`src/rtl/spi_pkg.sv`:
```
// Shared constants, register map and FSM state type for the SPI write controller
// and for anything that talks to the peripheral register file.
package spi_pkg;
  localparam int FRAME_W = 16;
  localparam int ADDR_W  = 7;
  localparam int DATA_W  = 8;
  localparam logic WRITE_FLAG = 1'b1;

  localparam logic [ADDR_W-1:0] EN_OUT_7_0  = 7'h00;
  localparam logic [ADDR_W-1:0] EN_OUT_15_8 = 7'h01;
  localparam logic [ADDR_W-1:0] EN_PWM_7_0  = 7'h02;
  localparam logic [ADDR_W-1:0] EN_PWM_15_8 = 7'h03;
  localparam logic [ADDR_W-1:0] PWM_DUTY    = 7'h04;

  typedef enum logic [2:0] {
    IDLE, SETUP, SHIFT_HI, SHIFT_LO, HOLD, GAP
  } state_t;

  function automatic logic [FRAME_W-1:0] build_frame(input logic [ADDR_W-1:0] addr,
                                                     input logic [DATA_W-1:0] data);
    return {WRITE_FLAG, addr, data};
  endfunction
endpackage

```
`src/rtl/spi_controller_if.sv`:
```
// Request/status bus between a requester (master) and the SPI controller (slave).
interface spi_controller_if;
  import spi_pkg::*;

  logic              req_valid;
  logic              req_ready;
  logic [ADDR_W-1:0] req_addr;
  logic [DATA_W-1:0] req_data;
  logic              busy;
  logic              done;

  modport master (output req_valid, req_addr, req_data,
                  input  req_ready, busy, done);
  modport slave  (input  req_valid, req_addr, req_data,
                  output req_ready, busy, done);
endinterface

```
`src/rtl/spi_half_period_timer.sv`:
```
// Counts HALF_PERIOD clk cycles and pulses o_tick on the last one; restartable.
module spi_half_period_timer #(
  parameter int HALF_PERIOD = 4
) (
  input  logic clk,
  input  logic rst_n,
  input  logic i_restart,
  output logic o_tick
);
  logic [7:0] r_cnt;

  assign o_tick = (r_cnt == 8'(HALF_PERIOD - 1));

  always_ff @(posedge clk or negedge rst_n) begin
    if (!rst_n)                  r_cnt <= '0;
    else if (i_restart || o_tick) r_cnt <= '0;
    else                         r_cnt <= r_cnt + 8'd1;
  end
endmodule

```
`src/rtl/spi_controller.sv`:
```
// Write-only SPI master: sends {1, addr[6:0], data[7:0]} MSB first, mode 0,
// with SCLK half-period of HALF_PERIOD clk cycles and registered pin outputs.
module spi_controller
  import spi_pkg::*;
#(
  parameter int HALF_PERIOD = 4
) (
  input  logic             clk,
  input  logic             rst_n,
  spi_controller_if.slave  bus,
  output logic             sclk,
  output logic             copi,
  output logic             cs_n
);
  state_t               r_state, w_state_nxt;
  logic [3:0]           r_bit_cnt;
  logic [FRAME_W-1:0]   r_shift;
  logic                 r_sclk, r_cs_n, r_done;
  logic                 w_tick, w_accept, w_restart;
  logic                 w_sclk_d, w_cs_n_d, w_done_d;

  assign w_accept      = bus.req_valid && bus.req_ready;
  assign w_restart     = (w_state_nxt != r_state);
  assign bus.req_ready = (r_state == IDLE);
  assign bus.busy      = (r_state != IDLE);
  assign bus.done      = r_done;
  assign sclk          = r_sclk;
  assign cs_n          = r_cs_n;
  assign copi          = r_shift[FRAME_W-1];

  spi_half_period_timer #(.HALF_PERIOD(HALF_PERIOD)) u_timer (
    .clk       (clk),
    .rst_n     (rst_n),
    .i_restart (w_restart),
    .o_tick    (w_tick)
  );

  always_ff @(posedge clk or negedge rst_n) begin
    if (!rst_n) r_state <= IDLE;
    else        r_state <= w_state_nxt;
  end

  always_comb begin
    w_state_nxt = r_state;
    case (r_state)
      IDLE:     if (w_accept) w_state_nxt = SETUP;
      SETUP:    if (w_tick)   w_state_nxt = SHIFT_HI;
      SHIFT_HI: if (w_tick)   w_state_nxt = (r_bit_cnt == 4'd15) ? HOLD : SHIFT_LO;
      SHIFT_LO: if (w_tick)   w_state_nxt = SHIFT_HI;
      HOLD:     if (w_tick)   w_state_nxt = GAP;
      GAP:      if (w_tick)   w_state_nxt = IDLE;
      default:                w_state_nxt = IDLE;
    endcase
  end

  // Pin values are decoded from the upcoming state so they land in flops.
  always_comb begin
    w_sclk_d = (w_state_nxt == SHIFT_HI);
    w_cs_n_d = (w_state_nxt == IDLE) || (w_state_nxt == GAP);
    w_done_d = (r_state == HOLD) && (w_state_nxt == GAP);
  end

  always_ff @(posedge clk or negedge rst_n) begin
    if (!rst_n) begin
      r_sclk <= 1'b0;
      r_cs_n <= 1'b1;
      r_done <= 1'b0;
    end else begin
      r_sclk <= w_sclk_d;
      r_cs_n <= w_cs_n_d;
      r_done <= w_done_d;
    end
  end

  // Shifting on every high-phase exit also clears copi after the last bit.
  always_ff @(posedge clk or negedge rst_n) begin
    if (!rst_n) begin
      r_shift   <= '0;
      r_bit_cnt <= '0;
    end else if (w_accept) begin
      r_shift   <= build_frame(bus.req_addr, bus.req_data);
      r_bit_cnt <= '0;
    end else if (r_state == SHIFT_HI && w_tick) begin
      r_shift   <= {r_shift[FRAME_W-2:0], 1'b0};
      r_bit_cnt <= r_bit_cnt + 4'd1;
    end
  end
endmodule

```
`src/flat_wrapper.sv`:
```
// flat-port wrapper written by rule: the top's interface ports become plain ports
module spi_controller_flat import spi_pkg::*;
#(
  parameter int HALF_PERIOD = 4
)
  (clk, rst_n, sclk, copi, cs_n, bus_req_valid, bus_req_addr, bus_req_data, bus_req_ready, bus_busy, bus_done);
  spi_controller_if bus_i ();
  input  logic clk;
  input  logic rst_n;
  output logic sclk;
  output logic copi;
  output logic cs_n;
  input wire logic [$bits(bus_i.req_valid)-1:0] bus_req_valid;
  input wire logic [$bits(bus_i.req_addr)-1:0] bus_req_addr;
  input wire logic [$bits(bus_i.req_data)-1:0] bus_req_data;
  output wire logic [$bits(bus_i.req_ready)-1:0] bus_req_ready;
  output wire logic [$bits(bus_i.busy)-1:0] bus_busy;
  output wire logic [$bits(bus_i.done)-1:0] bus_done;
  assign bus_i.req_valid = bus_req_valid;
  assign bus_i.req_addr = bus_req_addr;
  assign bus_i.req_data = bus_req_data;
  assign bus_req_ready = bus_i.req_ready;
  assign bus_busy = bus_i.busy;
  assign bus_done = bus_i.done;
  spi_controller #(.HALF_PERIOD(HALF_PERIOD)) u_core (.clk(clk), .rst_n(rst_n), .bus(bus_i), .sclk(sclk), .copi(copi), .cs_n(cs_n));
endmodule
```
`config.mk`:
```
export PLATFORM = sky130hd
export DESIGN_NAME = spi_controller_flat
export DESIGN_NICKNAME = d
export VERILOG_FILES = /design/src/rtl/spi_pkg.sv /design/src/rtl/spi_controller_if.sv /design/src/rtl/spi_half_period_timer.sv /design/src/rtl/spi_controller.sv /design/src/flat_wrapper.sv
export SDC_FILE = /design/constraint.sdc
export NUM_CORES = 1
export LEC_CHECK = 0
export ABC_CLOCK_PERIOD_IN_PS = 2000
export CAP_MARGIN = 20
export CORE_ASPECT_RATIO = 0.75
export CORE_MARGIN = 2
export CORE_UTILIZATION = 48
export DETAILED_ROUTE_END_ITERATION = 10
export GPL_ROUTABILITY_DRIVEN = 0
export HOLD_SLACK_MARGIN = 0.05
export MAX_ROUTING_LAYER = met4
export PLACE_DENSITY = 0.74
export SLEW_MARGIN = 20
export SYNTH_ARGS = -nofsm -noshare
export SYNTH_HDL_FRONTEND = slang
export SYNTH_SLANG_ARGS = --single-unit
export TNS_END_PERCENT = 10
```
`constraint.sdc`:
```
create_clock -name clk -period 2 [get_ports clk]
set_clock_uncertainty 0.2 [all_clocks]
set_input_delay 0.4 -clock clk [delete_from_list [all_inputs] [get_ports clk]]
set_output_delay 0.4 -clock clk [all_outputs]
set_load 0.01 [all_outputs]
```
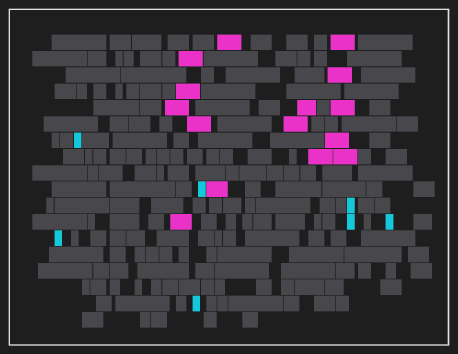
Fig. 1. Selected gate families (run 1).
(6 px per um)
non-inverting ao/oa cells -> magenta  # cells 15, most used o221a_2
inv cells -> cyan  # cells 7, most used inv_1

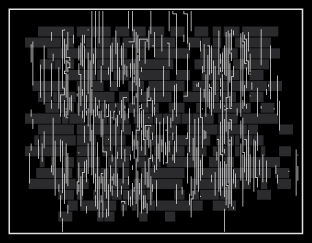
Fig. 2. M2 wires (run 1).
(4 px per um) Cells faint in the background.
wire length on this layer = 1960 um
nets with wire on the layer = 195
longest straight run = 20.7 um
main direction = vertical
share of all routed wire = 46%

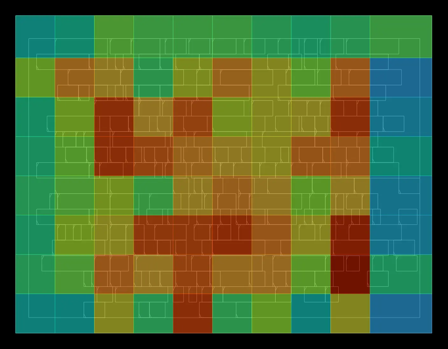
Fig. 3. Routing congestion map (run 1).
All-Layer GR Usage: 23.0%
Util after Layout: 70.3%

==> flow_metrics.py, run 1 <==
# Synthesis and PnR figures
metrics = {
    "placed_design": {
        "dp_hpwl_um": 2930,
        "placed_area_um2": 2130,
    },
    "finish": {
        "antennaDiodeCount": 0,
        "layout_top_cells": "dfrtp_1, buf_4, clkdlybuf4s50_1",
        "final_common_cell": "dfrtp_1",
    },
    "logic_synthesis": {
        "yosys-mux-area-fraction_pct": 1.75,
        "netlist_area_um2": 1710,
        "syn_area_per_cell_um2": 10.9,
        "synth_cell_type_count": 39,
        "ys_top_logic_family": "simple AND/OR/NAND/NOR gates",
        "simple_gate_share_pct": 22.1,
        "yosysSeqAreaShare_pct": 49.8,
        "ys_area_um2": 1710,
        "edf_count": 0,
        "ys_sh_adder_pct": 1.46,
        "xor_share_pct": 1.54,
        "async_reset_ff_share_pct": 100,
    },
    "clock_tree": {
        "clock_latency_ns": 0.29,
        "numCtsBuffers": 5,
        "hold_buffers": 0,
        "clk_pin_slew_worst_paths_ns": 0.07,
        "cts-root-buf": "clkbuf_8",
    },
    "route": {
        "drt-initial-drc-count": 114,
        "avgRoutedWirePerCell_um": 17.2,
        "drc": 0,
        "totalWireLength_um": 4230,
        "firstDrtPassIters": 4,
        "vias": 1457,
        "viasPerCell": 5.92,
    },
    "worst_setup_path": {
        "critPathMaxFanout": 7,
        "worstSetupEndpointType": "flip-flop",
        "critPathLaunchType": "flip-flop",
    },
    "status": {
        "violations": "setup timing",
        "run_status": "complete, but fails checks",
    },
    "timing": {
        "setup_ws_ns": -0.0289,
        "finalSetupViolCount": 3,
        "max_freq_ghz": 0.493,
        "slew-limit-headroom_pct": 72.5,
        "slew_violations": 0,
    },
    "grt": {
        "grt_pass1_vias": 1422,
        "antenna_found_initial": 0,
    },
    "power_and_ir_drop": {
        "powerDensity_nw_per_um2": 1450,
    },
    "min_path": {
        "holdCritPathClass": "input port to asynchronous set/reset pin",
    },
    "floorplan": {
        "ios": 24,
        "design.core.area_um2": 3360,
        "die_x_um": 73.0,
    },
    "run": {
        "maxCapViolations": 0,
    },
}
==> run 1: repair_timing <==
action	in CTS	in global routing
gates resized	5	14
setup buffers	0	3
setup endpoints to repair	17	18
pin swaps	8	6
==> run 1: worst max-delay path: stages (launching register included) <==
cell and delay (ns):
dfrtp_1 0.40, ha_4 0.15, or4b_4 0.50, buf_8 0.16
or4_4 0.41, a21oi_2 0.14
==> run 1: cells in the mapped netlist (2+ instances only) <==
library cell | number | area, um^2
a31oi_1 | 2 | 12.5
nand4_1 | 5 | 31.3
o221a_2 | 12 | 135
o2bb2ai_1 | 2 | 17.5
nand3_1 | 9 | 45.0
dfrtp_1 | 33 | 826
nor2b_1 | 2 | 12.5
o31ai_1 | 3 | 22.5
mux2i_1 | 3 | 30.0
inv_1 | 7 | 26.3
xor2_1 | 2 | 17.5
o21ai_0 | 4 | 20.0
nor2_1 | 9 | 33.8
nand2b_1 | 14 | 87.6
a21oi_1 | 7 | 35.0
nand2_1 | 6 | 22.5
nor4_1 | 3 | 18.8
buf_6 | 2 | 22.5
or3_1 | 4 | 25.0
a221o_1 | 2 | 20.0
ha_1 | 2 | 25.0
clkbuf_1 | 5 | 18.8
buf_4 | 3 | 22.5
==> run 1: power breakdown <==
group / internal (mW) / total (mW) / leakage, nW / switching [mW]
Clock: 0.532 / 0.794 / 0.0714 / 0.262
Sequential: 0.975 / 1.16 / 0.407 / 0.186
Combinational: 0.740 / 1.47 / 0.497 / 0.729
==> run 1: registers in the layout, summed over array words and instances, names as in the netlist <==
name,cells
u_core.r_bit_cnt,4
u_core.r_state,3
u_core.sclk,1
u_core.u_timer.r_cnt,8
u_core.cs_n,1
u_core.r_shift,16
u_core.bus.done,1
==> run 1: per-stage QoR <==
stage                     setup slack [ns]  cells
after floorplan                    -0.0674    157
after global placement              -0.308    235
after detailed placement            -0.377    235
after CTS                           -0.149    243
after global routing               -0.0810    246
final                              -0.0289    246
==> run 1: layout make-up <==
class                           instances  area, um^2
Tap cell                               40        50.0
Timing Repair Buffer                   51         458
Clock inverter                          2        60.1
Sequential cell                        34         852
Inverter                                7        26.3
Multi-Input combinational cell        106         830
Fill cell                             253         997
Clock buffer                            6        82.6
==> run 1: metal layers <==
| metal | part of all wire, % | up-vias | track usage (%) |
|---|---|---|---|
| met2 | 46 | 44 | 32.5 |
| met1 | 46 | 720 | 31.8 |
| li1 | - | 684 | - |
| met3 | 6.2 | 9 | 6.88 |
| met5 | 0 | - | - |
| met4 | 1.7 | 0 | 7.41 |
==> run 1: worst paths after layout <==
path / start / end / slack, ns / cells past startpoint
setup / recovery: u_core.u_timer.r_cnt[0] / u_core.r_bit_cnt[0] / -0.03 / 5
hold / removal: rst_n / u_core.u_timer.r_cnt[5] / 0.31 / 2
setup reg to reg: u_core.u_timer.r_cnt[0] / u_core.r_bit_cnt[0] / -0.03 / 5
hold reg to reg: u_core.r_shift[0] / u_core.r_shift[0] / 0.32 / 1
max in group asynchronous: rst_n / u_core.cs_n / 0.97 / 2
min in group clk: u_core.r_shift[0] / u_core.r_shift[0] / 0.32 / 1
==> run 2, diff against run 1 <==
Settings changed: CORE_MARGIN 2 to 10.
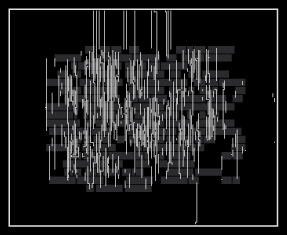
Fig. 4. M2 wires (run 2).
(3 px per um) Cells faint in the background.
longest straight run = 24.8 um
wire length on this layer = 2090 um
share of all routed wire = 49%

==> run 2 against run 1 <==
Net effect: the run still ends with setup timing left; largest power group unchanged; worst setup slack got worse by 0.081 ns; non-clock buffer count fell by 3; global-route usage fell by 9.1 points; synthesized cell count did not move; largest cell class unchanged; highest routed layer unchanged; clock-buffer cell count fell by 1; total power fell by 2.1%.
==> flow_metrics.py, run 2 <==
# Synthesis and PnR figures
metrics = {
    "status": {
        "run_status": "complete, but fails checks",
        "violations": "setup timing",
    },
    "worst_setup_path": {
        "crit_path_start": "u_core.u_timer.r_cnt[1]",
    },
    "finish": {
        "seq_area_um2": 852,
        "final_cells": 243,
        "n_fill_cell": 227,
        "largest_reg_flops": 16,
        "reg.largest.list": "u_core.r_shift (16), u_core.u_timer.r_cnt (8), u_core.r_bit_cnt (4)",
        "layout_top_cells": "dfrtp_1, buf_4, clkdlybuf4s50_1",
        "top_register": "u_core.r_shift",
    },
    "clock_tree": {
        "numCtsBuffers": 5,
        "clk_pin_slew_worst_paths_ns": 0.07,
        "cts-root-buf": "clkbuf_8",
    },
    "timing": {
        "setup_ws_ns": -0.109,
        "slew_violations": 0,
        "finalSetupViolCount": 13,
        "slew-limit-headroom_pct": 65.2,
        "max_freq_ghz": 0.474,
    },
    "placed_design": {
        "placed_cells": 234,
        "dp_worst_setup_slack_ns": -0.416,
    },
    "logic_synthesis": {
        "top_cell": "dfrtp_1",
        "async_reset_ff_share_pct": 100,
        "netlist_area_um2": 1710,
        "synth_top_area_share_pct": 48.2,
        "syn_area_per_cell_um2": 10.9,
        "netlist.top_cell.by_area": "dfrtp_1",
    },
    "route": {
        "drt-initial-drc-count": 126,
        "avgRoutedWirePerCell_um": 17.4,
        "totalWireLength_um": 4220,
        "firstDrtPassIters": 4,
        "vias": 1403,
        "viasPerCell": 5.77,
    },
    "power_and_ir_drop": {
        "p_switching_mw": 1.16,
        "p_int_mw": 2.19,
        "p_sw_share_pct": 34.6,
        "pwr-share-clk_pct": 22.6,
    },
    "grt": {
        "track_usage_pct": 14.0,
    },
    "run": {
        "maxCapViolations": 0,
    },
    "floorplan": {
        "ios": 24,
    },
}
[run 2: stage by stage]
stage | hold slack (ns) | power [mW] | util, %
after global placement | 0.332 | 2.42 | 63.2
after detailed placement | 0.339 | 2.48 | 63.2
after global routing | 0.348 | 3.56 | 69.3
final | 0.308 | 3.35 | 69.3
after floorplan | -0.0956 | 1.97 | -
after CTS | 0.322 | 3.28 | 67.9
[run 2: cell type report]
cell class / instances / share of cell area (%)
sequential: 34 / 36.7
multi-input combinational: 106 / 35.8
timing repair buffer: 48 / 18.3
clock buffer: 5 / 2.96
clock inverter: 3 / 2.96
tap: 40 / 2.15
inverter: 7 / 1.13
[run 2: cells by family (layout without fill, tap and decap cells)]
kind of cell | Yosys count | after routing | synth area share [%]
compound gates | 37 | 37 | 18.1
simple gates | 61 | 61 | 22.1
mux | 3 | 3 | 1.75
xor+xnor | 3 | 3 | 1.54
buf+inv | 17 | 63 | 5.26
fa+ha+maj | 2 | 2 | 1.46
flops | 34 | 34 | 49.8
[run 2: worst paths after layout]
| path | endpoint | slack, ns | cells after the start |
|---|---|---|---|
| hold / removal | u_core.bus.done | 0.31 | 2 |
| setup / recovery | u_core.r_bit_cnt[0] | -0.11 | 5 |
| hold reg to reg | u_core.r_shift[12] | 0.36 | 1 |
| min in group clk | u_core.r_shift[12] | 0.36 | 1 |
| setup reg to reg | u_core.r_bit_cnt[0] | -0.11 | 5 |
| max in group asynchronous | u_core.cs_n | 0.97 | 2 |
[run 2: critical path, cell delays in order, from the launching register on]
cell and delay, ns:
dfrtp_1 0.39, ha_4 0.15, or4b_4 0.49, buf_8 0.17
or4_4 0.51, a21oi_2 0.13
[run 2: power groups by stage]
stage          Sequential, mW  Combinational [mW]  Clock (mW)
4_1_cts                  1.16                1.34       0.773
2_1_floorplan            1.18               0.789           0
5_1_grt                  1.20                1.56       0.808
6_report                 1.17                1.42       0.758
3_3_place_gp             1.15                1.27           0
3_5_place_dp             1.16                1.32           0
[run 2: timing repair]
action | in CTS | in global routing
setup endpoints to repair | 18 | 18
hold buffers | 0 | 0
endpoints found under the hold margin | 0 | 0
gates resized | 6 | 10
pin swaps | 6 | 11
buffers inserted | 0 | 1
[run 2: metal layers]
metal	track usage (%)	share of wire [%]
met5	-	0
met4	2.99	0.31
met2	20.6	49
met3	4.97	5.4
met1	18.0	45
==> run 3, diff against run 2 <==
Settings changed: REMOVE_ABC_BUFFERS set to 1.
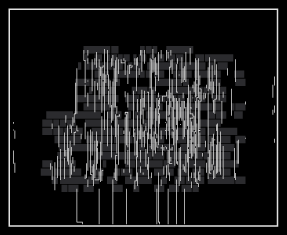
Fig. 5. M2 wires (run 3).
(3 px per um) Cells faint in the background.
longest straight run = 29.9 um
main direction = vertical

==> run 3 against run 2 <==
Net effect: the flow still finishes with violations (setup timing); flip-flop count did not move; register-to-register slack hardly changed; sequential share of layout area increased by 1.1 points; utilization fell by 1.9 points; global-route usage fell by 0.72 points; clock power decreased by 38%; sequential power hardly changed; critical path depth stayed put; worst setup slack got worse by 0.013 ns; via count is 1.8% higher; critical endpoint unchanged; largest cell class unchanged; largest power group unchanged.
==> flow_metrics.py, run 3 <==
# Synthesis and PnR figures
metrics = {
    "status": {
        "run_status": "complete, but fails checks",
        "violations": "setup timing",
    },
    "clock_tree": {
        "clk_pin_slew_worst_paths_ns": 0.07,
        "cts-root-buf": "clkbuf_8",
        "hold_buffers": 0,
    },
    "min_path": {
        "holdPathEnd": "u_core.r_shift[0]",
    },
    "worst_setup_path": {
        "timing.rr.end": "u_core.r_bit_cnt[0]",
    },
    "route": {
        "avgRoutedWirePerCell_um": 16.2,
        "firstDrtPassIters": 4,
        "drt-initial-drc-count": 152,
        "vias": 1428,
        "viasPerCell": 5.80,
        "totalWireLength_um": 3970,
    },
    "timing": {
        "fin_hold_ws_ns": 0.314,
        "slew-limit-headroom_pct": 72.8,
        "max_freq_ghz": 0.471,
        "setup_ws_ns": -0.122,
        "finalSetupViolCount": 3,
        "slew_violations": 0,
    },
    "logic_synthesis": {
        "netlist.top_cell.by_area": "dfrtp_1",
        "async_reset_ff_share_pct": 100,
        "top_cell": "dfrtp_1",
        "synth_top_area_share_pct": 48.2,
        "netlist_area_um2": 1710,
    },
    "power_and_ir_drop": {
        "finalPower_mw": 3.03,
        "p_int_mw": 1.94,
        "p_sw_share_pct": 35.9,
    },
    "placed_design": {
        "dp_worst_setup_slack_ns": -0.376,
    },
    "floorplan": {
        "ios": 24,
    },
    "finish": {
        "seq_area_um2": 852,
        "fin_util_pct": 67.3,
    },
    "grt": {
        "track_usage_pct": 13.2,
    },
    "run": {
        "maxCapViolations": 0,
    },
}
run 3: cell counts after synthesis:
Identical to the previous run, type by type.
run 3: worst max-delay path, stage by stage, from the launching register on:
cell and delay, ns:
dfrtp_1 0.36, ha_1 0.17, or4b_4 0.51, buf_6 0.16
or4_4 0.51, a21oi_2 0.13
run 3: repair_timing:
item	4_1_cts	5_1_grt
pin swaps	10	3
resized	4	6
endpoints found under the setup margin	17	18
buffers inserted	0	3
run 3: how the worst max path moves through the flow:
stage	from	to	cells past startpoint
floorplan	u_core.u_timer.r_cnt[0]	u_core.r_shift[10]	4
global placement	bus_req_valid	u_core.r_shift[13]	4
detailed placement	u_core.u_timer.r_cnt[0]	u_core.r_shift[5]	4
CTS	u_core.u_timer.r_cnt[0]	u_core.r_bit_cnt[0]	5
global route	u_core.u_timer.r_cnt[0]	u_core.r_bit_cnt[0]	5
finish	u_core.u_timer.r_cnt[0]	u_core.r_bit_cnt[0]	5
run 3: logic make-up (layout without fill, tap and decap cells):
group | count (synthesis) | in the layout | synth area share, %
AND-OR/OR-AND | 37 | 37 | 18.1
XOR/XNOR | 3 | 3 | 1.54
adder cells (fa/ha/maj) | 2 | 2 | 1.46
buffers and inverters | 17 | 66 | 5.26
flip-flops | 34 | 34 | 49.8
multiplexers | 3 | 3 | 1.75
AND/OR/NAND/NOR | 61 | 61 | 22.1
run 3: routing by layer:
metal / global-route usage (%) / wire (um) / up-vias
met5: - / 0 / -
met4: 3.70 / 24 / 0
met3: 3.62 / 216 / 5
met2: 19.9 / 1970 / 46
met1: 17.1 / 1770 / 687
li1: - / - / 690
run 3: power by group through the flow:
stage | Combinational (mW) | Clock, mW | Sequential [mW]
floorplan | 0.669 | 0 | 1.20
global placement | 1.27 | 0 | 1.13
detailed placement | 1.32 | 0 | 1.15
CTS | 1.34 | 0.473 | 1.14
global route | 1.55 | 0.503 | 1.18
finish | 1.41 | 0.469 | 1.15
run 3: per-stage QoR:
step,instances,instance area [um^2]
6_report,246,2260
5_1_grt,246,2260
4_1_cts,243,2210
3_5_place_dp,236,2120
3_3_place_gp,236,2120
2_1_floorplan,147,1650
run 3: area by class of cell:
cell class	count	share of cell area, %
clock buffers	7	3.38
flip-flops and latches	34	37.7
inverters	7	1.16
multi-input cells	106	35.0
well taps	40	2.21
repair buffers	52	20.5

==> screenshots <==
Met3 routing.
(3 px per um)
picture 1
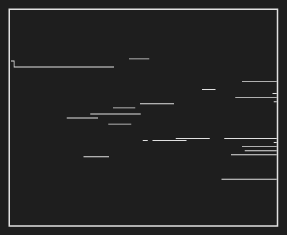
picture 2
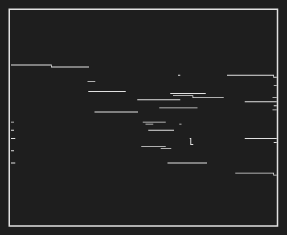
- run 2 = picture 1
- run 3 = picture 2

Key to picture 1:
longest straight run = 33.1 um
main direction = horizontal
share of all routed wire = 5.5%
wire length on this layer = 230 um

Power and IR drop assume default switching activity.
